File: src/rtl/wr_ctrl.sv
// wr_ctrl: write-domain pointer and flag controller for an asynchronous FIFO.
// Keeps the binary write address and the Gray write pointer exported to the
// read domain, and derives full, almost-full, fill level and a sticky overflow
// flag from the read pointer after it has been synchronised into wclk.
module wr_ctrl #(
  parameter int ADDR_WIDTH   = 4,
  parameter int AFULL_THRESH = 12
) (
  input  logic                  wclk,
  input  logic                  wrst,
  input  logic                  winc,
  input  logic [ADDR_WIDTH:0]   wq2_rptr,
  output logic                  wen,
  output logic [ADDR_WIDTH-1:0] waddr,
  output logic [ADDR_WIDTH:0]   wptr,
  output logic                  wfull,
  output logic                  walmost_full,
  output logic [ADDR_WIDTH:0]   wlevel,
  output logic                  woverflow
);

  localparam int PW = ADDR_WIDTH + 1;
  localparam logic [PW-1:0] AFULL_LVL = PW'(AFULL_THRESH);

  function automatic logic [PW-1:0] bin2gray(input logic [PW-1:0] b);
    return (b >> 1) ^ b;
  endfunction

  // XOR prefix from the MSB down turns a Gray code back into binary.
  function automatic logic [PW-1:0] gray2bin(input logic [PW-1:0] g);
    logic [PW-1:0] b;
    b[PW-1] = g[PW-1];
    for (int i = PW - 2; i >= 0; i--) begin
      b[i] = b[i+1] ^ g[i];
    end
    return b;
  endfunction

  logic [PW-1:0] r_wbin;
  logic [PW-1:0] r_wptr;
  logic          r_wfull;
  logic          r_wafull;
  logic [PW-1:0] r_wlevel;
  logic          r_wovf;

  logic          w_accept;
  logic [PW-1:0] w_wbin_next;
  logic [PW-1:0] w_wgray_next;
  logic [PW-1:0] w_rbin_s;
  logic [PW-1:0] w_level_next;
  logic [PW-1:0] w_rptr_full;
  logic          w_full_next;

  // A write is taken only when not full and not in reset; reset masks the
  // RAM enable combinationally so a reset cycle never writes.
  assign w_accept     = winc & ~r_wfull & ~wrst;
  assign w_wbin_next  = r_wbin + {{ADDR_WIDTH{1'b0}}, w_accept};
  assign w_wgray_next = bin2gray(w_wbin_next);

  // The write pointer equals the read pointer with its top two Gray bits
  // inverted exactly when the binary pointers differ by one full depth.
  assign w_rptr_full  = {~wq2_rptr[ADDR_WIDTH:ADDR_WIDTH-1], wq2_rptr[ADDR_WIDTH-2:0]};
  assign w_full_next  = (w_wgray_next == w_rptr_full);

  // Level uses the lagging synchronised read pointer, so it can only
  // overstate the true occupancy, never understate it.
  assign w_rbin_s     = gray2bin(wq2_rptr);
  assign w_level_next = w_wbin_next - w_rbin_s;

  // Register pointers and flags; reset clears every piece of write-side state.
  always_ff @(posedge wclk) begin
    if (wrst) begin
      r_wbin   <= '0;
      r_wptr   <= '0;
      r_wfull  <= 1'b0;
      r_wafull <= 1'b0;
      r_wlevel <= '0;
      r_wovf   <= 1'b0;
    end else begin
      r_wbin   <= w_wbin_next;
      r_wptr   <= w_wgray_next;
      r_wfull  <= w_full_next;
      r_wafull <= (w_level_next >= AFULL_LVL);
      r_wlevel <= w_level_next;
      r_wovf   <= r_wovf | (winc & r_wfull);
    end
  end

  assign wen          = w_accept;
  assign waddr        = r_wbin[ADDR_WIDTH-1:0];
  assign wptr         = r_wptr;
  assign wfull        = r_wfull;
  assign walmost_full = r_wafull;
  assign wlevel       = r_wlevel;
  assign woverflow    = r_wovf;

endmodule

File: config.mk
export PLATFORM = sky130hd
export DESIGN_NAME = wr_ctrl
export DESIGN_NICKNAME = d
export VERILOG_FILES = /design/src/rtl/wr_ctrl.sv
export SDC_FILE = /design/constraint.sdc
export NUM_CORES = 1
export LEC_CHECK = 0
export CAP_MARGIN = 40
export CORE_UTILIZATION = 42
export CTS_CLUSTER_DIAMETER = 80
export DETAILED_ROUTE_END_ITERATION = 8
export HOLD_SLACK_MARGIN = 0.03
export PLACE_DENSITY_LB_ADDON = 0.25
export SLEW_MARGIN = 20
export SYNTH_ARGS = -nofsm -noshare
export SYNTH_HDL_FRONTEND = slang
export SYNTH_SLANG_ARGS = --single-unit
File: constraint.sdc
create_clock -name wclk -period 2.55 [get_ports wclk]
set_input_delay 0.51 -clock wclk [delete_from_list [all_inputs] [get_ports wclk]]
set_output_delay 0.51 -clock wclk [all_outputs]
set_load 0.02 [all_outputs]
Figure 1. Signal wires by layer (run 1).
Scale: 8 px per µm. Only two layers are drawn.
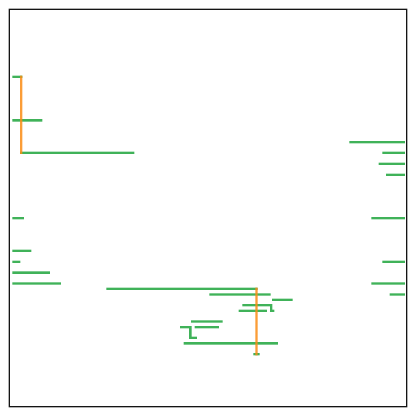
M3 -> green  # wire length 116 µm
M4 -> orange  # wire length 17.7 µm

Figure 2. Gate families picked out (run 1).
Scale: 10 px per µm.
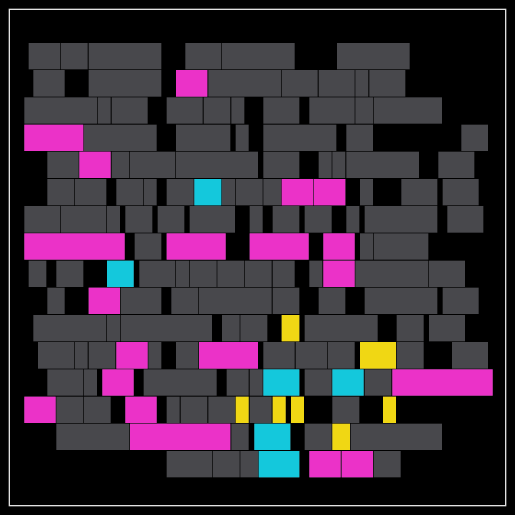
xor and xnor cells -> magenta  # cells 20, most used xor2_1
non-inverting ao/oa cells -> cyan  # cells 6, most used a21o_1
nand cells -> yellow  # cells 7, most used nand2_1, where bottom center

Figure 3. A small window of the routed layout (run 1).
Region (10, 19) to (40, 49) µm. Cells in gray, sequential cells in the stronger gray; small squares are vias.
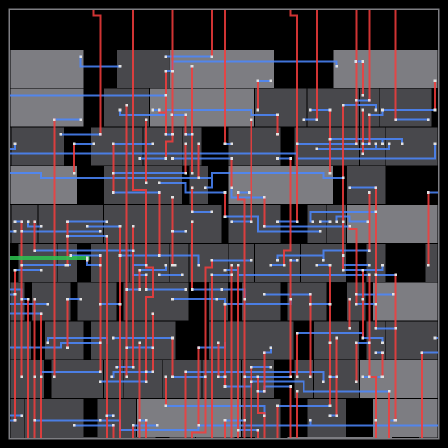
M1 -> blue
M3 -> green
M2 -> red
netlist names of flops here include = wlevel (4), wptr (3), r_wbin (2)
cells with their middle in the window = 72
sequential cells in the window = 12
most frequent = buf_4 (13), dfxtp_1 (12)

Figure 4. Met1 routing (run 1).
Scale: 8 px per µm. Supply wires on this layer in gray.
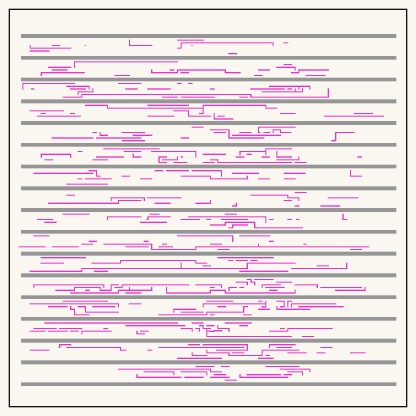
wire length on this layer = 1,020 µm
nets with wire on the layer = 152
longest straight run = 21.6 µm
main direction = horizontal
share of all routed wire = 42%

==> results.json, run 1 <==
{
  "final_cell_area_mm2": 0.00158,
  "max_freq_ghz": 0.411,
  "initCoreUtil_pct": 46.4,
  "path_buffers": 2,
  "layout.nets": 173,
  "enable_flop_cells": 0,
  "fillers": 147,
  "peakVddDrop_v": 0.000510,
  "ys_seq_share_pct": 35.9,
  "power.internal_mw": 0.507,
  "hold_path_end": "woverflow$_SDFF_PP0_",
  "cap_violations": 0,
  "warnings": 28,
  "setup_ws_ns": 0.114,
  "clkCellAreaFrac_pct": 1.74,
  "min_path_type": "register to register",
  "simple_gate_share_pct": 12.7,
  "max_stage_delay_ns": 0.43,
  "relSlewSlack_pct": 56.8,
  "die_h_um": 49.5,
  "slew_violations": 0,
  "die_x_um": 49.5,
  "reg2reg_to": "wfull$_SDFF_PP0_",
  "outcome": "finished, final reports clean",
  "vias": 909,
  "pre_cts_ws_ns": -0.543,
  "comb_share_pct": 42.5,
  "power_mw": 0.742,
  "cp_num_cells": 10,
  "grt_pass1_vias": 857,
  "finalClockPeriodUsage_pct": 95.5,
  "hold_viol": 0,
  "synth_warnings": 0,
  "mux_area_share_pct": 0,
  "signal_buffers": 56,
  "place_congestion": 0.758,
  "fin_worst_skew_ns": 0.00345,
  "cp-start-kind": "input pin",
  "insertedDiodeCount": 0,
  "netlist_area_um2": 947,
  "clkPwrFrac_pct": 19.8
}
==> run 1: cells in the mapped netlist (all sizes together), types with 2 or more instances <==
library cell / count / area share (%)
xor2: 11 / 12
xnor2: 9 / 8.3
a21oi: 5 / 3.0
a21o: 2 / 1.6
inv: 7 / 2.8
o211ai: 2 / 1.6
nor2: 14 / 5.5
buf: 4 / 2.9
ha: 7 / 9.2
nand3: 3 / 1.6
dfxtp: 17 / 36
nor2b: 2 / 1.3
nand2: 4 / 1.6
==> run 1: flip-flops by register name, indices dropped and copies added (netlist names) <==
| signal | cells |
|---|---|
| r_wbin | 5 |
| wlevel | 5 |
| woverflow | 1 |
| wptr | 4 |
| walmost_full | 1 |
| wfull | 1 |
==> run 1 -> run 2 <==
CORE_MARGIN = 1.5   (was not set)
SETUP_SLACK_MARGIN = 0.5   (was not set)
Figure 5. Signal wires by layer (run 2).
Scale: 8 px per µm. Only two layers are drawn.
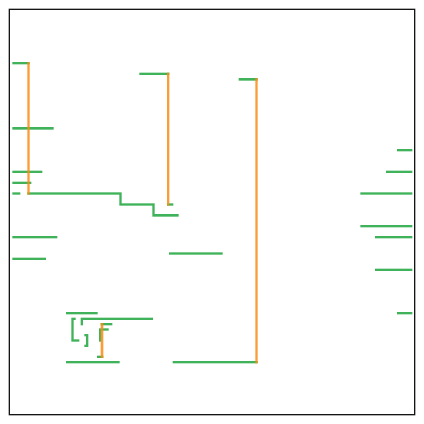
M3 -> green  # wire length 122 µm
M4 -> orange  # wire length 72.1 µm
final wirelength: 2.59 mm
post-DR wirelength/cell: 13.8 µm
GRT Total Usage: 22.8%

==> run 2 against run 1 <==
Worst setup slack improved by 0.16 ns. Non-clock buffer count increased by 3. Critical path depth rose by 2. Clock-buffer cell count is 1 higher. Sequential power is essentially flat. Sequential share of layout area decreased by 1.1 points. Wire length grew 5.3%. Global-route usage grew 2.0 points. Area after synthesis unchanged. Total power grew 6.2%. Clock power is essentially flat. Combinational power up 17%. Critical path type unchanged.
==> results.json, run 2 <==
{
  "grt_pass1_vias": 934,
  "cp-start-kind": "input pin",
  "reg2reg_to": "walmost_full$_SDFF_PP0_",
  "io_buffers": 25,
  "sh_seq_area_pct": 20.4,
  "outcome": "finished, final reports clean",
  "top_cells_by_area": "dfxtp_1, ha_1, xor2_1",
  "signal_buffers": 59,
  "power_mw": 0.788,
  "synth_warnings": 0,
  "relSlewSlack_pct": 81.5,
  "fin_worst_skew_ns": 0.00655,
  "power.internal_mw": 0.535,
  "clkPwrFrac_pct": 18.3,
  "mux_area_share_pct": 0,
  "pre_cts_ws_ns": -0.480,
  "synth_dominant_cell_count": "dfxtp_1",
  "top_area_share_pct": 35.9,
  "simple_gate_share_pct": 12.7,
  "hold_path_end": "woverflow$_SDFF_PP0_",
  "die_x_um": 50.5,
  "clkSinkCount": 17,
  "die_h_um": 50.5,
  "clkCellAreaFrac_pct": 1.56,
  "enable_flop_cells": 0,
  "setup_ws_ns": 0.273,
  "warnings": 30,
  "layout.nets": 176,
  "cap_violations": 0,
  "comb_share_pct": 44.6,
  "top_cells_by_count": "dfxtp_1, nor2_1, xor2_1, xnor2_1",
  "ff_latch_area_um2": 344,
  "max_freq_ghz": 0.439,
  "final_cell_area_mm2": 0.00169,
  "synth_cell_types": 32,
  "fillers": 148,
  "hold_viol": 0,
  "finalClockPeriodUsage_pct": 89.3,
  "min_path_type": "input pin to register",
  "place_congestion": 0.785,
  "initCoreUtil_pct": 43.7
}
Figure 6. Met1 routing (run 2).
Scale: 8 px per µm. Supply wires on this layer in gray.
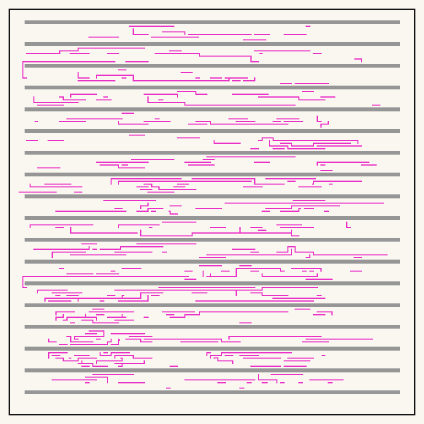
main direction = horizontal
longest straight run = 20.7 µm
nets with wire on the layer = 154
share of all routed wire = 41%
wire length on this layer = 1,060 µm
met1 GRT Util: 26.5%
Vias: 916

run 2: layer usage:
layer	wire length (µm)	global-route usage, %
met4	72	9.46
met3	122	2.98
met1	1060	26.5
met2	1340	41.9
met5	0	0
run 2: worst max path at each step:
stage,to,slack [ns]
floorplan,wfull$_SDFF_PP0_,-0.10
global placement,walmost_full$_SDFF_PP0_,-0.35
detailed placement,walmost_full$_SDFF_PP0_,-0.48
CTS,walmost_full$_SDFF_PP0_,0.35
global route,walmost_full$_SDFF_PP0_,0.21
finish,walmost_full$_SDFF_PP0_,0.27
run 2: critical path, stage by stage:
cell and delay (ns):
buf_8 0.11, xnor2_4 0.14, xnor2_2 0.24, xor2_2 0.24, xnor2_2 0.15, ha_2 0.22
fa_2 0.22, inv_2 0.03, a21o_1 0.15, a21oi_2 0.16, xor2_2 0.21, o2bb2ai_2 0.08
==> run 2 -> run 3 <==
CORE_MARGIN = 2   (was 1.5)
Figure 7. Congestion heat map (run 3).
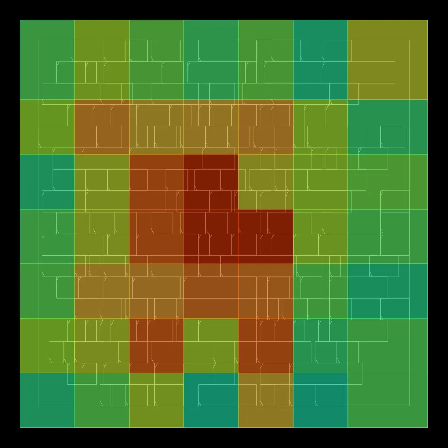
post-DR wirelength/cell: 14.0 µm
post-layout util: 77.3%
met2 usage: 41.5%
GRT met3 Usage: 5.17%
GRT Total Usage: 23.5%

==> run 3 against run 2 <==
Clock power grew 3%. Global-route usage up 0.64 points. Synthesized cell count unchanged. Sequential cell count stayed put. Maximum frequency is 2.8% higher. Wire length grew 4.1%. Critical path type is now register to register. Critical endpoint is now wfull$_SDFF_PP0_. Largest cell class unchanged. Largest power group unchanged.
==> results.json, run 3 <==
{
  "max_freq_ghz": 0.451,
  "max_stage_delay_ns": 0.41,
  "fin_worst_skew_ns": 0.00359,
  "path_cells": "nor3b_4 -> ha_4 -> ha_4 -> xor2_4 -> xor2_1 -> or3_1 -> a2111o_1 -> a21oi_2",
  "mux_area_share_pct": 0,
  "path_delay_family": "simple AND/OR/NAND/NOR gates",
  "wl_met1_mm": 1.13,
  "synth_dominant_cell_count": "dfxtp_1",
  "min_path_type": "input pin to register",
  "outcome": "finished, final reports clean",
  "layout.nets": 181,
  "finalClockPeriodUsage_pct": 86.9,
  "dr_wl_met2_mm": 1.38,
  "slew_violations": 0,
  "place_congestion": 0.800,
  "synth_cell_types": 32,
  "power.internal_mw": 0.532,
  "top_layer_used": "met4",
  "hold_viol": 0,
  "top_cells_by_area": "dfxtp_1, ha_1, xor2_1",
  "crit_path_end": "wfull$_SDFF_PP0_",
  "enable_flop_cells": 0
}
Figure 8. Met1 routing (run 3).
Scale: 8 px per µm. Supply wires on this layer in gray.
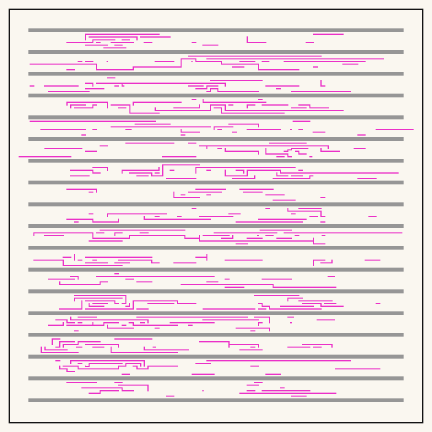
share of all routed wire = 42%
longest straight run = 22.1 µm
nets with wire on the layer = 162

==> run 3: timing repair <==
item | in CTS | in global routing
hold endpoints to repair | 0 | 0
endpoints found under the setup margin | 10 | 6
setup buffers | 11 | 3
hold buffers | 0 | 0
pin swaps | 15 | 12
gates resized | 42 | 2
==> run 3: logic make-up (layout without fill, tap and decap cells) <==
family,Yosys count,count (layout)
compound gates,17,17
xor+xnor,20,20
fa+ha+maj,8,8
buf+inv,12,75
flops,17,17
simple gates,27,27
==> run 3: layout make-up <==
type / count / area [µm²]
fill: 144 / 492
inverter: 7 / 26.3
timing repair buffer: 64 / 552
clock buffer: 4 / 26.3
sequential: 17 / 344
tap: 28 / 35.0
multi-input combinational: 72 / 694
Power and IR drop assume default switching activity.
